### config.mk
export PLATFORM = sky130hd
export DESIGN_NAME = bitty_seq_ctrl_flat
export DESIGN_NICKNAME = d
export VERILOG_FILES = /design/src/rtl/bitty_seq_ctrl_if.sv /design/src/rtl/bitty_seq_ctrl.sv /design/src/flat_wrapper.sv
export SDC_FILE = /design/constraint.sdc
export NUM_CORES = 1
export LEC_CHECK = 0
export CAP_MARGIN = 20
export CORE_ASPECT_RATIO = 0.7
export CORE_UTILIZATION = 51
export DETAILED_ROUTE_END_ITERATION = 8
export GPL_ROUTABILITY_DRIVEN = 1
export PLACE_DENSITY = 0.87
export SYNTH_ARGS = -nofsm -noshare
export SYNTH_HDL_FRONTEND = slang
export SYNTH_SLANG_ARGS = --single-unit
### constraint.sdc
create_clock -name clk -period 6.1 [get_ports clk]
set_input_delay 1.22 -clock clk [delete_from_list [all_inputs] [get_ports clk]]
set_output_delay 1.22 -clock clk [all_outputs]
set_load 0.005 [all_outputs]
### src/rtl/bitty_seq_ctrl_if.sv
// Fetch/issue bus between the Bitty sequencer, instruction memory and core.
//   mem_addr   : instruction memory address (sequencer -> memory)
//   mem_rdata  : instruction memory read data (memory -> sequencer)
//   next_pc    : branch-logic target, meaningful while core_done=1
//   instr      : latched instruction presented to the core
//   core_start : one-cycle start pulse to the core
//   core_done  : core completion pulse
// The master modport is the sequencer side; slave is the memory/core side.
interface bitty_seq_ctrl_if #(
    parameter int ADDR_W  = 8,
    parameter int INSTR_W = 16
);
    logic [ADDR_W-1:0]  mem_addr;
    logic [INSTR_W-1:0] mem_rdata;
    logic [ADDR_W-1:0]  next_pc;
    logic [INSTR_W-1:0] instr;
    logic               core_start;
    logic               core_done;

    modport master (
        output mem_addr, instr, core_start,
        input  mem_rdata, next_pc, core_done
    );

    modport slave (
        input  mem_addr, instr, core_start,
        output mem_rdata, next_pc, core_done
    );
endinterface

### src/rtl/bitty_seq_ctrl.sv
// Fetch/issue sequencer for the Bitty core.
// Drives the instruction address from an internal PC, waits MEM_LAT cycles,
// latches the instruction, pulses core_start, waits for core_done under a
// watchdog and loads the branch-logic target. Supports single-step mode,
// a HALT opcode, a retired-instruction counter and a sticky timeout error.
// Ports:
//   clk, rst_n   : clock, asynchronous active-low reset
//   run          : level, free-running enable (used when step_mode=0)
//   step_mode    : 1 = one instruction per step pulse
//   step         : single-cycle pulse starting one instruction in step mode
//   bus          : fetch/issue bus (master side), see bitty_seq_ctrl_if
//   pc           : current PC
//   busy         : 1 while fetching, issuing or executing
//   halted       : sticky, set by HALT_INSTR or watchdog expiry
//   timeout_err  : sticky, set by watchdog expiry
//   retired      : completed-instruction count, wraps at 16 bits
// The interface instance must be parameterised with the same ADDR_W/INSTR_W.
module bitty_seq_ctrl #(
    parameter int                 ADDR_W     = 8,
    parameter int                 INSTR_W    = 16,
    parameter int                 MEM_LAT    = 2,
    parameter logic [ADDR_W-1:0]  RESET_PC   = '0,
    parameter logic [INSTR_W-1:0] HALT_INSTR = 16'hFFFF,
    parameter int                 TIMEOUT    = 64
) (
    input  logic                   clk,
    input  logic                   rst_n,
    input  logic                   run,
    input  logic                   step_mode,
    input  logic                   step,
    bitty_seq_ctrl_if.master       bus,
    output logic [ADDR_W-1:0]      pc,
    output logic                   busy,
    output logic                   halted,
    output logic                   timeout_err,
    output logic [15:0]            retired
);

    typedef enum logic [2:0] {
        S_IDLE,
        S_FETCH,
        S_ISSUE,
        S_EXEC,
        S_HALT
    } state_t;

    localparam logic [3:0] LAT_LAST  = 4'(MEM_LAT - 1);
    localparam logic [7:0] WDOG_LAST = 8'(TIMEOUT - 1);

    state_t               state_q, state_d;
    logic [3:0]           lat_q, lat_d;
    logic [7:0]           wdog_q, wdog_d;
    logic [ADDR_W-1:0]    pc_q, pc_d;
    logic [INSTR_W-1:0]   instr_q, instr_d;
    logic                 halted_q, halted_d;
    logic                 timeout_q, timeout_d;
    logic [15:0]          retired_q, retired_d;
    logic                 start_req;
    logic                 keep_running;

    always_ff @(posedge clk or negedge rst_n) begin
        if (!rst_n) begin
            state_q   <= S_IDLE;
            lat_q     <= '0;
            wdog_q    <= '0;
            pc_q      <= RESET_PC;
            instr_q   <= '0;
            halted_q  <= 1'b0;
            timeout_q <= 1'b0;
            retired_q <= '0;
        end else begin
            state_q   <= state_d;
            lat_q     <= lat_d;
            wdog_q    <= wdog_d;
            pc_q      <= pc_d;
            instr_q   <= instr_d;
            halted_q  <= halted_d;
            timeout_q <= timeout_d;
            retired_q <= retired_d;
        end
    end

    always_comb begin
        state_d   = state_q;
        lat_d     = lat_q;
        wdog_d    = wdog_q;
        pc_d      = pc_q;
        instr_d   = instr_q;
        halted_d  = halted_q;
        timeout_d = timeout_q;
        retired_d = retired_q;
        // In step mode only the pulse starts work; run is a plain level otherwise.
        start_req    = step_mode ? step : run;
        keep_running = !step_mode && run;

        case (state_q)
            S_IDLE: begin
                if (start_req) begin
                    state_d = S_FETCH;
                    lat_d   = '0;
                end
            end
            S_FETCH: begin
                if (lat_q == LAT_LAST) begin
                    instr_d = bus.mem_rdata;
                    if (bus.mem_rdata == HALT_INSTR) begin
                        state_d  = S_HALT;
                        halted_d = 1'b1;
                    end else begin
                        state_d = S_ISSUE;
                    end
                end else begin
                    lat_d = lat_q + 4'd1;
                end
            end
            S_ISSUE: begin
                state_d = S_EXEC;
                wdog_d  = '0;
            end
            S_EXEC: begin
                // A done in the final watchdog cycle still wins over the timeout.
                if (bus.core_done) begin
                    pc_d      = bus.next_pc;
                    retired_d = retired_q + 16'd1;
                    if (keep_running) begin
                        state_d = S_FETCH;
                        lat_d   = '0;
                    end else begin
                        state_d = S_IDLE;
                    end
                end else if (wdog_q + 8'd1 == WDOG_LAST) begin
                    timeout_d = 1'b1;
                    halted_d  = 1'b1;
                    state_d   = S_HALT;
                end else begin
                    wdog_d = wdog_q + 8'd1;
                end
            end
            S_HALT: begin
                state_d = S_HALT;
            end
            default: begin
                state_d = S_IDLE;
            end
        endcase
    end

    // core_start decodes straight from the state register so an async reset
    // kills an in-flight pulse without waiting for a clock edge.
    assign bus.mem_addr   = pc_q;
    assign bus.instr      = instr_q;
    assign bus.core_start = (state_q == S_ISSUE);
    assign pc             = pc_q;
    assign busy           = (state_q == S_FETCH) || (state_q == S_ISSUE) || (state_q == S_EXEC);
    assign halted         = halted_q;
    assign timeout_err    = timeout_q;
    assign retired        = retired_q;

endmodule

### src/flat_wrapper.sv
// flat-port wrapper written by rule: the top's interface ports become plain ports
module bitty_seq_ctrl_flat 
#(
    parameter int                 ADDR_W     = 8,
    parameter int                 INSTR_W    = 16,
    parameter int                 MEM_LAT    = 2,
    parameter logic [ADDR_W-1:0]  RESET_PC   = '0,
    parameter logic [INSTR_W-1:0] HALT_INSTR = 16'hFFFF,
    parameter int                 TIMEOUT    = 64
)
  (clk, rst_n, run, step_mode, step, pc, busy, halted, timeout_err, retired, bus_mem_addr, bus_instr, bus_core_start, bus_mem_rdata, bus_next_pc, bus_core_done);
  bitty_seq_ctrl_if #(.ADDR_W(ADDR_W), .INSTR_W(INSTR_W)) bus_i ();
  input  logic clk;
  input  logic rst_n;
  input  logic run;
  input  logic step_mode;
  input  logic step;
  output logic [ADDR_W-1:0] pc;
  output logic busy;
  output logic halted;
  output logic timeout_err;
  output logic [15:0] retired;
  output wire logic [$bits(bus_i.mem_addr)-1:0] bus_mem_addr;
  output wire logic [$bits(bus_i.instr)-1:0] bus_instr;
  output wire logic [$bits(bus_i.core_start)-1:0] bus_core_start;
  input wire logic [$bits(bus_i.mem_rdata)-1:0] bus_mem_rdata;
  input wire logic [$bits(bus_i.next_pc)-1:0] bus_next_pc;
  input wire logic [$bits(bus_i.core_done)-1:0] bus_core_done;
  assign bus_mem_addr = bus_i.mem_addr;
  assign bus_instr = bus_i.instr;
  assign bus_core_start = bus_i.core_start;
  assign bus_i.mem_rdata = bus_mem_rdata;
  assign bus_i.next_pc = bus_next_pc;
  assign bus_i.core_done = bus_core_done;
  bitty_seq_ctrl #(.ADDR_W(ADDR_W), .INSTR_W(INSTR_W), .MEM_LAT(MEM_LAT), .RESET_PC(RESET_PC), .HALT_INSTR(HALT_INSTR), .TIMEOUT(TIMEOUT)) u_core (.clk(clk), .rst_n(rst_n), .run(run), .step_mode(step_mode), .step(step), .bus(bus_i), .pc(pc), .busy(busy), .halted(halted), .timeout_err(timeout_err), .retired(retired));
endmodule
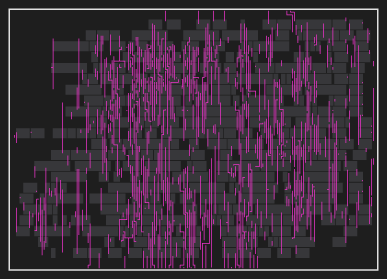
Figure 1: run 1, M2 wires.
Drawn at 4 px/µm. Cells faint in the background.
wire length on this layer: 2,930 µm
share of all routed wire: 45%
via count: 2,459
met2 usage: 37.5%
WL final: 6590 µm

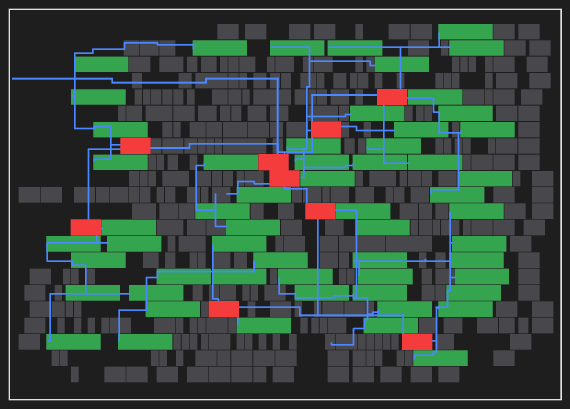
Figure 2: run 1, routed clock nets over the placement.
Drawn at 6 px/µm.
[red] clock drivers | count: 9
[blue] clock wires | length: 673 µm
[green] flip-flops | count: 57
routed clock nets: 10
Clock power frac: 18.9%
Clock group: 0.302 mW
Clock Skew: 0.00947 ns
clk_lat worst skew: 0.33 ns

==> notes.md, run 1 <==
run metrics: vias in the first global route=2,269, Fillers=388, Gate power share=about 41%, Synth Seq Share=49.6%, Top cell area share=roughly 50%, Dominant flop cell=dfrtp_1, Nets=414, fin crit period=3.20 ns, total power=about 1.6 mW, Max FO, Critical Path=10, dpl cell area=~3600 µm², CTS tree=done, NetSw=0.570 mW, Setup TNS=0 ns, Unique masters post-synth=48, Yosys reg bits=57, CTS-repair resized insts=0, initial antenna violation count=0, sw frac=35.6%, largest net degree at the start of global routing=58, max frequency=312 MHz, max_slew headroom=54.0%, Worst Setup EP=bus_core_start, Reg2Reg Setup Slack=3.78 ns, Fin Hold WS=around 0.47 ns, Finished Cell Area=about 3800 µm², Register Area=approximately 1400 µm², Post-Place Setup Slack=2.85 ns, Min-Delay Path Depth=2, count of final hold-check violations=0, # diodes=0, area of the mapped netlist=2880 µm², CTS Buf Count=9, HP Start=u_core.bus.instr[6], worst r2r dst=u_core.lat_q[0], P_int=1.03 mW, die span in y=64.8 µm, Gate Count Post-Synth=between 300 and 400, Hold Path Class=reg2reg, Setup CP Type=reg2out, Synth top cells by count=nand2_1, dfrtp_1, nor2_1, chip width=between 90 and 100 µm, outcome=finished clean, GRT overflow=0, Leakage Power=1.72 nW, yosys cell count=308, Max clock buf depth=2, Global Route Usage Sum=24.2%, first-pass GRT wire length=11,000 µm, Clk Tree Root Cell=clkbuf_8, CP endpoint kind=output port, cycle use final=52.5%, CP startpoint=u_core.state_q[1], Slew Viols, Final=0, startpoint types=flop, ys async rst share=100%, cts hold-fix bufs=0, Reg power frac=~40%, Initial Util=53.8%, count leader, synth=nand2_1, FP Rows=22, final setup vio count=0
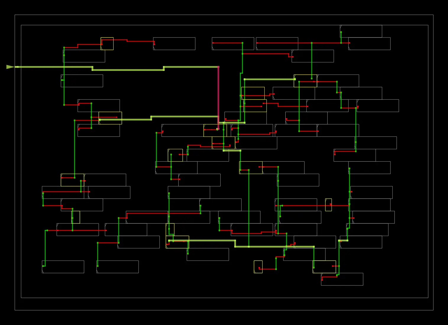
Figure 3: run 1, clock nets.
clock tree sinks: 57
flop count: 57

run 1: placed cells by master (no fill, tap or decap), drive strengths merged, types with 4 or more instances in the layout:
cell,instances
nand2,96
clkdlybuf4s50,80
dfrtp,57
nor2,14
xnor2,13
nand3,12
o21ai,11
clkbuf,11
nand4,8
a21oi,8
nor3,5
ha,5
inv,4
xor2,4
clkinv,4
run 1: registers in the layout, summed over array words and instances, names as in the netlist:
signal	flops
u_core.bus.instr	16
u_core.bus.mem_addr	8
u_core.halted	1
u_core.lat_q	4
u_core.retired	16
u_core.state_q	3
u_core.timeout_err	1
u_core.wdog_q	8
run 1: metal layers:
| metal | routed length (µm) | part of all wire (%) | GRT usage, % |
|---|---|---|---|
| met2 | 2930 | 45 | 37.5 |
| met3 | 528 | 8.0 | 7.16 |
| met4 | 13 | 0.20 | 6.84 |
| met5 | 0 | 0 | 0 |
| met1 | 3110 | 47 | 33.4 |
run 1: cells by family after synthesis:
group	share of synthesized area, %
mux	2.22
compound gates	9.27
simple gates	26.3
buf+inv	5.27
flops	49.6
fa+ha+maj	2.18
xor+xnor	5.18
run 1: power groups by stage:
stage                     clock network, mW  logic [mW]  registers [mW]
final                                 0.302       0.662           0.635
after global routing                  0.329       0.733           0.657
after CTS                             0.312       0.667           0.633
after detailed placement                  0       0.663           0.639
after global placement                    0       0.642           0.635
after floorplan                           0       0.384           0.604
run 1: worst max-delay path, cell delays in order, from the launching register on:
cell             delay, ns
dfrtp_1               0.55
nand2b_1              0.31
nor2_1                0.25
clkdlybuf4s50_1       0.54
run 1: layout make-up:
cell class	instances	area share, %
sequential	57	37.4
multi-input combinational	225	34.0
inverter	4	0.394
timing repair buffer	82	21.3
clock inverter	5	0.820
tap	72	2.36
clock buffer	11	3.71
==> run 2: changes to the inputs <==
CORE_UTILIZATION = 43   (was 51)
PLACE_DENSITY = 0.78   (was 0.87)
clock period = 2.8 ns   (was 6.1 ns; I/O delays follow)
==> run 2 against run 1 <==
  * Sequential share of layout area shrank 0.47 points
  * Register-to-register slack lost 3.3 ns
  * Count of clock-buffer cells in the layout shrank 2
  * Setup slack lost 2.6 ns
  * Synthesized cell count is the same
  * Routed wire length grew 0.42%
  * Clock skew shrank 0.0029 ns
  * Sequential power grew 120%
==> notes.md, run 2 <==
run metrics: outcome=finished clean (unchanged), Fillers=540 (was 388), cts hold-fix bufs=0 (unchanged), Finished Cell Area=3860 µm² (was 3810 µm²), Global Route Usage Sum=20.6% (was 24.2%), Gate Count Post-Synth=308 (unchanged), Leakage Power=1.74 nW (was 1.72 nW), worst vdd ir=458 µV (was 224 µV), cycle use final=~90%, Slew Viols, Final=0 (unchanged), yosys cell count=308 (unchanged), Hold Path Class=in2async (was reg2reg), most numerous logic cells after layout=nand2_1, clkdlybuf4s50_1, dfrtp_1 (unchanged), worst r2r dst=u_core.wdog_q[1] (was u_core.lat_q[0]), Chip Area, Yosys=2880 µm² (unchanged), Synth Seq Share=49.6% (unchanged), cell breakdown of the critical path=nand2b_1, nor2_1, clkdlybuf4s50_1 (unchanged), largest net degree at the start of global routing=58 (unchanged), first-pass GRT wire length=11,200 µm (was 11,000 µm), dpl cell area=3700 µm² (was 3640 µm²), Dominant flop cell=dfrtp_1 (unchanged), max cap viols=0 (unchanged), Top cell excl fill/tap=nand2_1 (unchanged), final setup vio count=0 (unchanged), antenna viol nets, final=0 (unchanged), Nets=419 (was 414), Max FO, Critical Path=10 (unchanged), Setup TNS=0 ns (unchanged), clock tree sinks=57 (unchanged), Max clock buf depth=2 (unchanged), FP Rows=24 (was 22), layout cells sized above 1=8.51% (was 7.29%), Unique masters post-synth=48 (unchanged), Worst-Margin Slew=0.727 ns (was 0.687 ns), area of the mapped netlist=2880 µm² (unchanged), Reg2Reg Setup Slack=0.51 ns (was 3.78 ns), pwr/cell area=906 nW/µm² (was 419 nW/µm²), reg2reg start=u_core.wdog_q[0] (was u_core.state_q[0]), GRT overflow=0 (unchanged), fin crit period=approximately 2.5 ns, Clock Skew=0.00661 ns (was 0.00947 ns), startpoint types=flop (unchanged), via count=2,442 (was 2,459), Cell area leaders=dfrtp_1, nand2_1, xnor2_1 (unchanged), vias in the first global route=2,280 (was 2,269), Worst path max stage delay=0.54 ns (was 0.55 ns), DRC violations left=0 (unchanged), total power=3.50 mW (was 1.60 mW), CORE AREA=6340 µm² (was 5340 µm²), Setup CP Type=reg2out (unchanged), RSZ-0062 raised after global routing=false (unchanged), max frequency=396 MHz, WL final=6620 µm (was 6590 µm), Synth top cells by count=nand2_1, dfrtp_1, nor2_1 (unchanged), ys async rst share=100% (unchanged), # diodes=0 (unchanged), Initial Util=45.4% (was 53.8%), number of enable flip-flop cells=0 (unchanged), Clk Tree Root Cell=clkbuf_8 (unchanged), CP arrival=1.96 ns (was 1.98 ns), Yosys reg bits=57 (unchanged), CP endpoint kind=output port (unchanged), CP startpoint=u_core.state_q[2] (was u_core.state_q[1]), cell family with most CP delay=simple AND/OR/NAND/NOR gates (unchanged), Die ar.=7020 µm² (was 5950 µm²), Area growth, synth to finish=34.4% (was 32.7%), Fin Hold WS=0.352 ns (was 0.475 ns), GP Congestion=0.913 (was 0.904), Register Area=1430 µm² (unchanged), initial antenna violation count=0 (unchanged), Top cell area share=49.6% (unchanged), count of final hold-check violations=0 (unchanged), Worst Setup EP=bus_core_start (unchanged), CTS tree=done (unchanged), count leader, synth=nand2_1 (unchanged), Buffers & Inverters on Critical Path=1 (unchanged), stages on the worst setup path=3 (unchanged), CTS-repair resized insts=0 (unchanged), OpenROAD warning count=28 (unchanged), slowest CP cell=clkdlybuf4s50_1 (was dfrtp_1), max_slew headroom=51.1% (was 54.0%)
[run 2: cell types whose count changed in the layout (fill, tap and decap cells not counted)]
| cell | before | now |
|---|---|---|
| clkbuf_8 | 10 | 9 |
| clkbuf_1 | 1 | 0 |
| buf_4 | 1 | 6 |
| clkinv_2 | 3 | 4 |
[run 2: kinds of logic after synthesis]
kind of cell	Yosys count	synth area share [%]
AOI/OAI and AO/OA	39	9.27
xor gates and xnor gates	17	5.18
adders and majority gates	5	2.18
buffers and inverters	26	5.27
DFF	57	49.6
muxes	6	2.22
and+or+nand+nor	158	26.3
[run 2: through the flow]
stage	instances	setup WS [ns]	util (%)
2_1_floorplan	308	0.881	-
3_3_place_gp	464	0.549	58.5
3_5_place_dp	464	0.500	58.5
4_1_cts	479	0.261	61.0
5_1_grt	479	0.162	61.0
6_report	479	0.275	61.0
[run 2: where the power goes]
group | total [mW] | leakage, nW | internal [mW] | switching [mW]
Combinational | 1.49 | 0.927 | 0.827 | 0.661
Clock | 0.647 | 0.0846 | 0.310 | 0.337
Sequential | 1.37 | 0.730 | 1.10 | 0.270
Total | 3.50 | 1.74 | 2.23 | 1.27
[run 2: worst register-to-register path, stage by stage (launching register included)]
cell and delay, ns:
dfrtp_1 0.50, ha_1 0.38, and3_1 0.24, mux2_2 0.38, a21boi_2 0.20, a21oi_2 0.28, mux2i_1 0.24
[run 2: metal layers]
layer,track usage [%],up-vias,part of all wire [%]
li1,-,1192,-
met1,29.2,1173,49
met2,29.9,73,44
met3,7.31,4,5.8
met4,5.39,0,0.45
met5,0,-,0
[run 2: final cells by class]
type | count | area share, %
flip-flops and latches | 57 | 36.9
multi-input cells | 225 | 33.6
well taps | 91 | 2.95
repair buffers | 87 | 22.0
clock buffers | 9 | 3.21
inverters | 4 | 0.389
clock inverters | 6 | 0.939
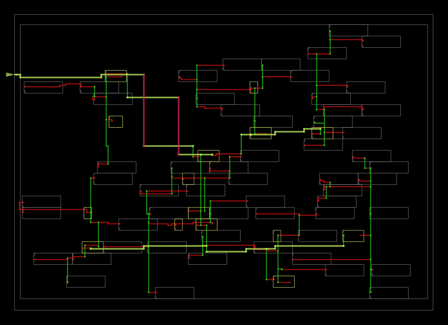
Figure 4: run 2, clock nets.
CTS Buf Count: 9
clk_lat worst skew: 0.34 ns
Clock group: 0.647 mW

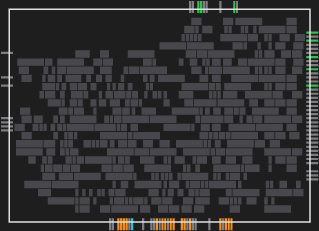
Figure 5: run 2, ports around the boundary.
Drawn at 3 px/µm. Pins as bars across the die edge, other pins in grey.
[orange] bus_mem_rdata | pins: 16 | direction: input | edge: south
[cyan] halted | pins: 1 | direction: output | edge: south
[green] bus_mem_addr | pins: 8 | direction: output | edge: 5 east, 3 north
all pins by edge: 36 east, 30 south, 9 north, 7 west
die span in y: 70.4 µm
chip width: 99.7 µm
IO Port Bufs: 81

Power and IR drop assume default switching activity.
